## src/rtl/bus_addr_latch_decode.sv

```systemverilog
// bus_addr_latch_decode
//   Front-end stage between the 8088 bus interface and the memory/IO slaves.
//   Latches the 20-bit address on ALE, decodes it into one of four slave
//   chip-selects, tracks the bus cycle (address -> strobe -> done) and flags
//   cycles that hit no slave or never strobe.
//
//   Optional feature macro: BUS_CYCLE_COUNT_EN
//     When defined, adds RD_COUNT/WR_COUNT completed-cycle counters.
//
// Ports
//   CLK       in   system clock, all state on rising edge
//   RESET     in   synchronous, active-high reset
//   ALE       in   address latch enable (one cycle in T1)
//   IOM       in   1 = IO cycle, 0 = memory cycle
//   RD, WR    in   active-low read / write strobes
//   AD[19:0]  in   multiplexed address/data bus
//   Address   out  latched address (AD passthrough while ALE is high)
//   CS0..CS3  out  slave selects (decoded passthrough while ALE is high)
//   BUSY      out  bus cycle in progress
//   ERR       out  one-cycle pulse on unmapped, preempted-unstrobed or
//                  timed-out cycle
//   RD_COUNT  out  completed reads  (BUS_CYCLE_COUNT_EN only)
//   WR_COUNT  out  completed writes (BUS_CYCLE_COUNT_EN only)
module bus_addr_latch_decode #(
    parameter logic [19:0] MEM0_LIMIT = 20'h7FFFF,
    parameter logic [15:0] IO2_BASE   = 16'h1C00,
    parameter logic [15:0] IO2_LIMIT  = 16'h1DFF,
    parameter logic [15:0] IO3_BASE   = 16'hFF00,
    parameter logic [15:0] IO3_LIMIT  = 16'hFF0F,
    parameter int          TIMEOUT    = 8
) (
    input  logic        CLK,
    input  logic        RESET,
    input  logic        ALE,
    input  logic        IOM,
    input  logic        RD,
    input  logic        WR,
    input  logic [19:0] AD,
    output logic [19:0] Address,
    output logic        CS0,
    output logic        CS1,
    output logic        CS2,
    output logic        CS3,
    output logic        BUSY,
    output logic        ERR
`ifdef BUS_CYCLE_COUNT_EN
    ,
    output logic [15:0] RD_COUNT,
    output logic [15:0] WR_COUNT
`endif
);

    localparam int CW = $clog2(TIMEOUT + 1);

    typedef enum logic [1:0] {
        S_IDLE,
        S_ADDR,
        S_STROBE,
        S_DONE
    } state_t;

    state_t          state_q, state_d;
    logic [19:0]     addr_q;
    logic [3:0]      cs_q;
    logic [CW-1:0]   cnt_q;
    logic            rd_q, rd_d;     // active strobe of current cycle is RD
    logic [3:0]      dec_cs;
    logic            dec_hit;
    logic            ale;
    logic            err_c;

    // Reset dominates, including the combinational ALE passthrough paths.
    assign ale = ALE & ~RESET;

    // Address decode. IO cycles compare only AD[15:0]; the IO2 test comes
    // first so overlapping IO windows resolve to the lower-numbered select.
    always_comb begin
        dec_cs = 4'b0000;
        if (!IOM) begin
            if (AD <= MEM0_LIMIT) dec_cs[0] = 1'b1;
            else                  dec_cs[1] = 1'b1;
        end else if (AD[15:0] >= IO2_BASE && AD[15:0] <= IO2_LIMIT) begin
            dec_cs[2] = 1'b1;
        end else if (AD[15:0] >= IO3_BASE && AD[15:0] <= IO3_LIMIT) begin
            dec_cs[3] = 1'b1;
        end
    end

    assign dec_hit = |dec_cs;

    // Next state and the ERR pulse. ERR is asserted in the very cycle the
    // fault is recognised: the ALE cycle for unmapped/preempted cycles, the
    // last waiting cycle for a timeout.
    always_comb begin
        state_d = state_q;
        rd_d    = rd_q;
        err_c   = 1'b0;
        if (ale) begin
            state_d = dec_hit ? S_ADDR : S_IDLE;
            err_c   = !dec_hit || (state_q == S_ADDR);
        end else begin
            case (state_q)
                S_IDLE: ;
                S_ADDR: begin
                    if (!RD) begin
                        state_d = S_STROBE;
                        rd_d    = 1'b1;     // RD wins when both are low
                    end else if (!WR) begin
                        state_d = S_STROBE;
                        rd_d    = 1'b0;
                    end else if (cnt_q == CW'(TIMEOUT - 1)) begin
                        state_d = S_IDLE;
                        err_c   = 1'b1;
                    end
                end
                S_STROBE: begin
                    if (rd_q ? RD : WR) state_d = S_DONE;
                end
                S_DONE:   state_d = S_IDLE;
                default:  state_d = S_IDLE;
            endcase
        end
    end

    always_ff @(posedge CLK) begin
        if (RESET) begin
            state_q <= S_IDLE;
            addr_q  <= '0;
            cs_q    <= '0;
            cnt_q   <= '0;
            rd_q    <= 1'b0;
        end else begin
            state_q <= state_d;
            rd_q    <= rd_d;
            if (ale) begin
                addr_q <= AD;
                cs_q   <= dec_cs;
                cnt_q  <= '0;
            end else begin
                if (state_d == S_IDLE) cs_q <= '0;
                if (state_q == S_ADDR && state_d == S_ADDR) cnt_q <= cnt_q + 1'b1;
            end
        end
    end

`ifdef BUS_CYCLE_COUNT_EN
    // state_d is S_DONE only when no ALE preempted, so aborts never count.
    always_ff @(posedge CLK) begin
        if (RESET) begin
            RD_COUNT <= '0;
            WR_COUNT <= '0;
        end else if (state_q == S_STROBE && state_d == S_DONE) begin
            if (rd_q) RD_COUNT <= RD_COUNT + 16'd1;
            else      WR_COUNT <= WR_COUNT + 16'd1;
        end
    end
`endif

    assign Address = ale ? AD : addr_q;
    assign {CS3, CS2, CS1, CS0} = ale ? dec_cs : cs_q;
    assign BUSY    = (state_q != S_IDLE);
    assign ERR     = err_c;

endmodule
```

## config.mk

```make
export PLATFORM = sky130hd
export DESIGN_NAME = bus_addr_latch_decode
export DESIGN_NICKNAME = d
export VERILOG_FILES = /design/src/rtl/bus_addr_latch_decode.sv
export SDC_FILE = /design/constraint.sdc
export NUM_CORES = 1
export LEC_CHECK = 0
export CORE_MARGIN = 3
export CORE_UTILIZATION = 30
export CTS_CLUSTER_SIZE = 16
export DETAILED_ROUTE_END_ITERATION = 8
export HOLD_SLACK_MARGIN = 0.03
export SYNTH_ARGS = -nofsm -noshare
export SYNTH_HDL_FRONTEND = slang
export SYNTH_SLANG_ARGS = --single-unit
export TNS_END_PERCENT = 50
```

## constraint.sdc

```tcl
create_clock -name CLK -period 1.63 [get_ports CLK]
set_clock_uncertainty 0.2 [all_clocks]
set_input_delay 0.2445 -clock CLK [delete_from_list [all_inputs] [get_ports CLK]]
set_output_delay 0.2445 -clock CLK [all_outputs]
set_load 0.02 [all_outputs]
```

Figure 1. Metal layers overlaid.
(4 px per um)
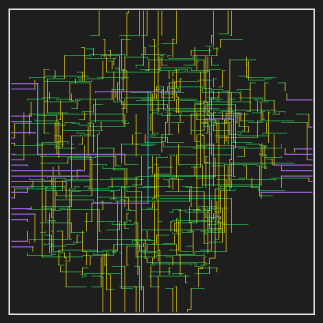
legend:
  met1:
    colour: green
    wire_length: 1950 um
  met3:
    colour: purple
    wire_length: 246 um
  met4:
    colour: cyan
    wire_length: 45.6 um
  met2:
    colour: yellow
    wire_length: 1800 um

Figure 2. Clock wires, drivers and flops.
(6 px per um)
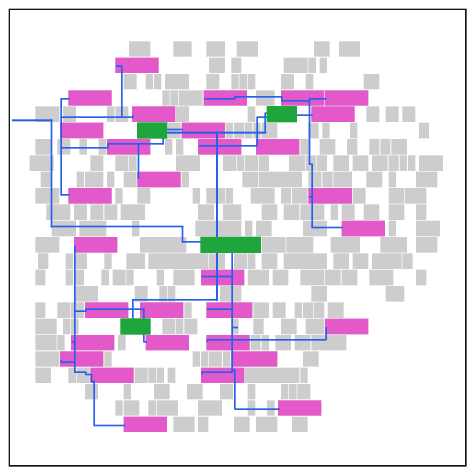
legend:
  flip-flops:
    colour: magenta
    count: 31
  cells driving clock nets:
    colour: green
    count: 5
  clock wires:
    colour: blue
    length: 405 um
routed clock nets: 6

==> impl_metrics.toml <==
# implementation run metrics
[placement]
dpl_cell_area_mm2 = 0.00224
place_congestion = 0.759
placed_cells = 324

[timing]
rsz0062_at_grt = "yes"
max_freq_mhz = 563
layout_worst_path_cycle_share = 1.09
worstMarginPinSlew_ns = 0.320
final-setup-viol-count = 5
period_needed_ns = 1.77
setup_ws_ns = -0.145
slew_viol_final = 0

[finish]
fin_nets = 299
antenna_cells = 0
utilization = 0.532
num-fill-cells = 454

[synthesis]
ys_chip_area_mm2 = 0.00146
edf_count = 0
aoi_share = 0.101
synthTopCellsByArea = "dfxtp_1 42%, nand2_1 18%, nor2b_1 9.8%, o21ai_0 2.4%, a21oi_1 2.1%"
netlist.area_leader.share = 0.424
yosysWarnings = 0
synth-xor-area-share = 0.00598
syn-num-nets = 217
ys_seq_frac = 0.424
numSynthFlops = 31
synth-simple-area-share = 0.427
syn_inst = 190
ff_type = "dfxtp_1"
mux_share = 0.00684

[detailed_routing]
drcViolationCount = 0
drt_iter0_drc = 80
via_per_inst = 4.47
avgRoutedWirePerCell_um = 12.0
firstDrtPassIters = 4

[power_and_ir_drop]
p_sw_mw = 0.458
ir_drop_uv = 443
pwr-share-comb = 0.230
swShare = 0.266
pwr-share-clk = 0.310
power.total_mw = 1.72
p_int_mw = 1.26
power.density_mw_per_mm2 = 714

[worst_setup_path]
crit_top_cell = "nand2_1"
crit_required_ns = 1.19
path_delay_family = "flip-flops"
path_depth = 6
reg2regPathDepth = 6
crit_path_start_kind = "flip-flop"
critical_path_class = "reg2out"
critical-path-slowest-cell = "dfxtp_2"
endpoint_kind = "output pin"

[floorplan]
chip_area_mm2 = 0.00575
rows = 24
die_h_um = 75.9
pin_count = 52
core-area_mm2 = 0.00453

[global_route]
overflow = 0
grtUsageTotal = 0.154
antenna_found_initial = 0
grt_max_degree = 29

[clocking]
cts-htree-levels = 2
cts_hold_buf = 0
cts_tree = "yes"
root_buffer = "clkbuf_8"
clkLatencyLatePin_ns = 0.27

[hold_path]
hold_depth = 4
min_path_type = "in2reg"

[job]
max-cap-violations = 0

[outcome]
violations = "setup timing"
status = "finished, violations left"
Figure 3. Selected gate families.
(4 px per um)
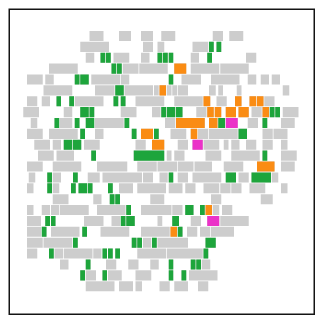
legend:
  inverting AOI/OAI gates:
    colour: orange
    cells: 19
  AND-OR and OR-AND gates:
    colour: magenta
    cells: 3
  NAND gates:
    colour: green
    cells: 81
most numerous logic cell after layout: nand2_1
Finished Layout Cells: 336

==> registers in the layout (all words and copies together) (netlist names) <==
name and count:
state_q 2, rd_q 1, cnt_q 4, addr_q 20
cs_q 4
==> path summary, 6_finish.rpt <==
check / slack (ns) / end / from
max: -0.14 / ERR / cnt_q[1]$_SDFFE_PP0P_
min: 0.11 / addr_q[6]$_SDFF_PP0_ / AD[6]
max reg2reg: -0.11 / cnt_q[3]$_SDFFE_PP0P_ / cnt_q[1]$_SDFFE_PP0P_
min reg2reg: 0.31 / cs_q[3]$_SDFFE_PP0P_ / cs_q[3]$_SDFFE_PP0P_
==> layout make-up <==
cell class | count | area share
Multi-Input combinational cell | 149 | 0.366
Timing Repair Buffer | 84 | 0.310
Sequential cell | 31 | 0.258
Tap cell | 65 | 0.0337
Clock buffer | 6 | 0.0301
Inverter | 1 | 0.00156
==> worst register-to-register path, delay by kind of cell, from the launching register on <==
kind	cells	cell delay, ns
muxes	1	0.15
AOI/OAI and AO/OA	2	0.46
adders and majority gates	1	0.16
DFF	1	0.33
and+or+nand+nor	2	0.34
==> repair_timing <==
action,in CTS,in global routing
pin swaps,15,2
setup endpoints to repair,33,30
endpoints found under the hold margin,0,0
buffers inserted,5,0
gates resized,198,10
gates cloned,1,0
==> cell usage in the layout, fill, tap and decap left out, types with 2 or more instances in the layout <==
master and count:
nand2_1 63, buf_4 34, dfxtp_1 29, nor2b_1 22
buf_6 17, buf_2 10, nand2_2 9, clkdlybuf4s50_1 9
nor2_1 6, a21oi_1 6, clkbuf_8 5, dlygate4sd2_1 5
o21ai_0 4, clkdlybuf4s15_2 4, nand3_1 3, nand3b_1 2
o21ai_2 2, and3_1 2, nor3_1 2, dfxtp_2 2
clkdlybuf4s15_1 2
==> layer usage <==
metal | track usage | vias to the layer above | wire (um)
li1 | - | 780 | -
met5 | 0 | - | 0
met3 | 0.0475 | 5 | 246
met1 | 0.200 | 675 | 1950
met2 | 0.244 | 42 | 1800
met4 | 0.0466 | 0 | 45
==> per-stage QoR <==
step | setup slack (ns) | setup TNS [ns]
2_1_floorplan | -0.0216 | -0.0408
3_3_place_gp | -0.857 | -24.81
3_5_place_dp | -0.864 | -25.14
4_1_cts | -0.165 | -0.311
5_1_grt | -0.222 | -0.902
6_report | -0.145 | -0.465
==> logic make-up after synthesis <==
group,count (synthesis)
AND-OR/OR-AND,22
buffers and inverters,10
flip-flops,31
multiplexers,1
XOR/XNOR,1
AND/OR/NAND/NOR,124
adder cells (fa/ha/maj),1
==> power by group through the flow <==
stage / Combinational, mW / Clock [mW] / Sequential, mW
6_report: 0.396 / 0.535 / 0.792
5_1_grt: 0.430 / 0.587 / 0.793
4_1_cts: 0.397 / 0.563 / 0.791
3_5_place_dp: 0.382 / 0 / 0.808
3_3_place_gp: 0.385 / 0 / 0.807
2_1_floorplan: 0.171 / 0 / 0.806
Power is estimated from default activity; no workload was simulated.
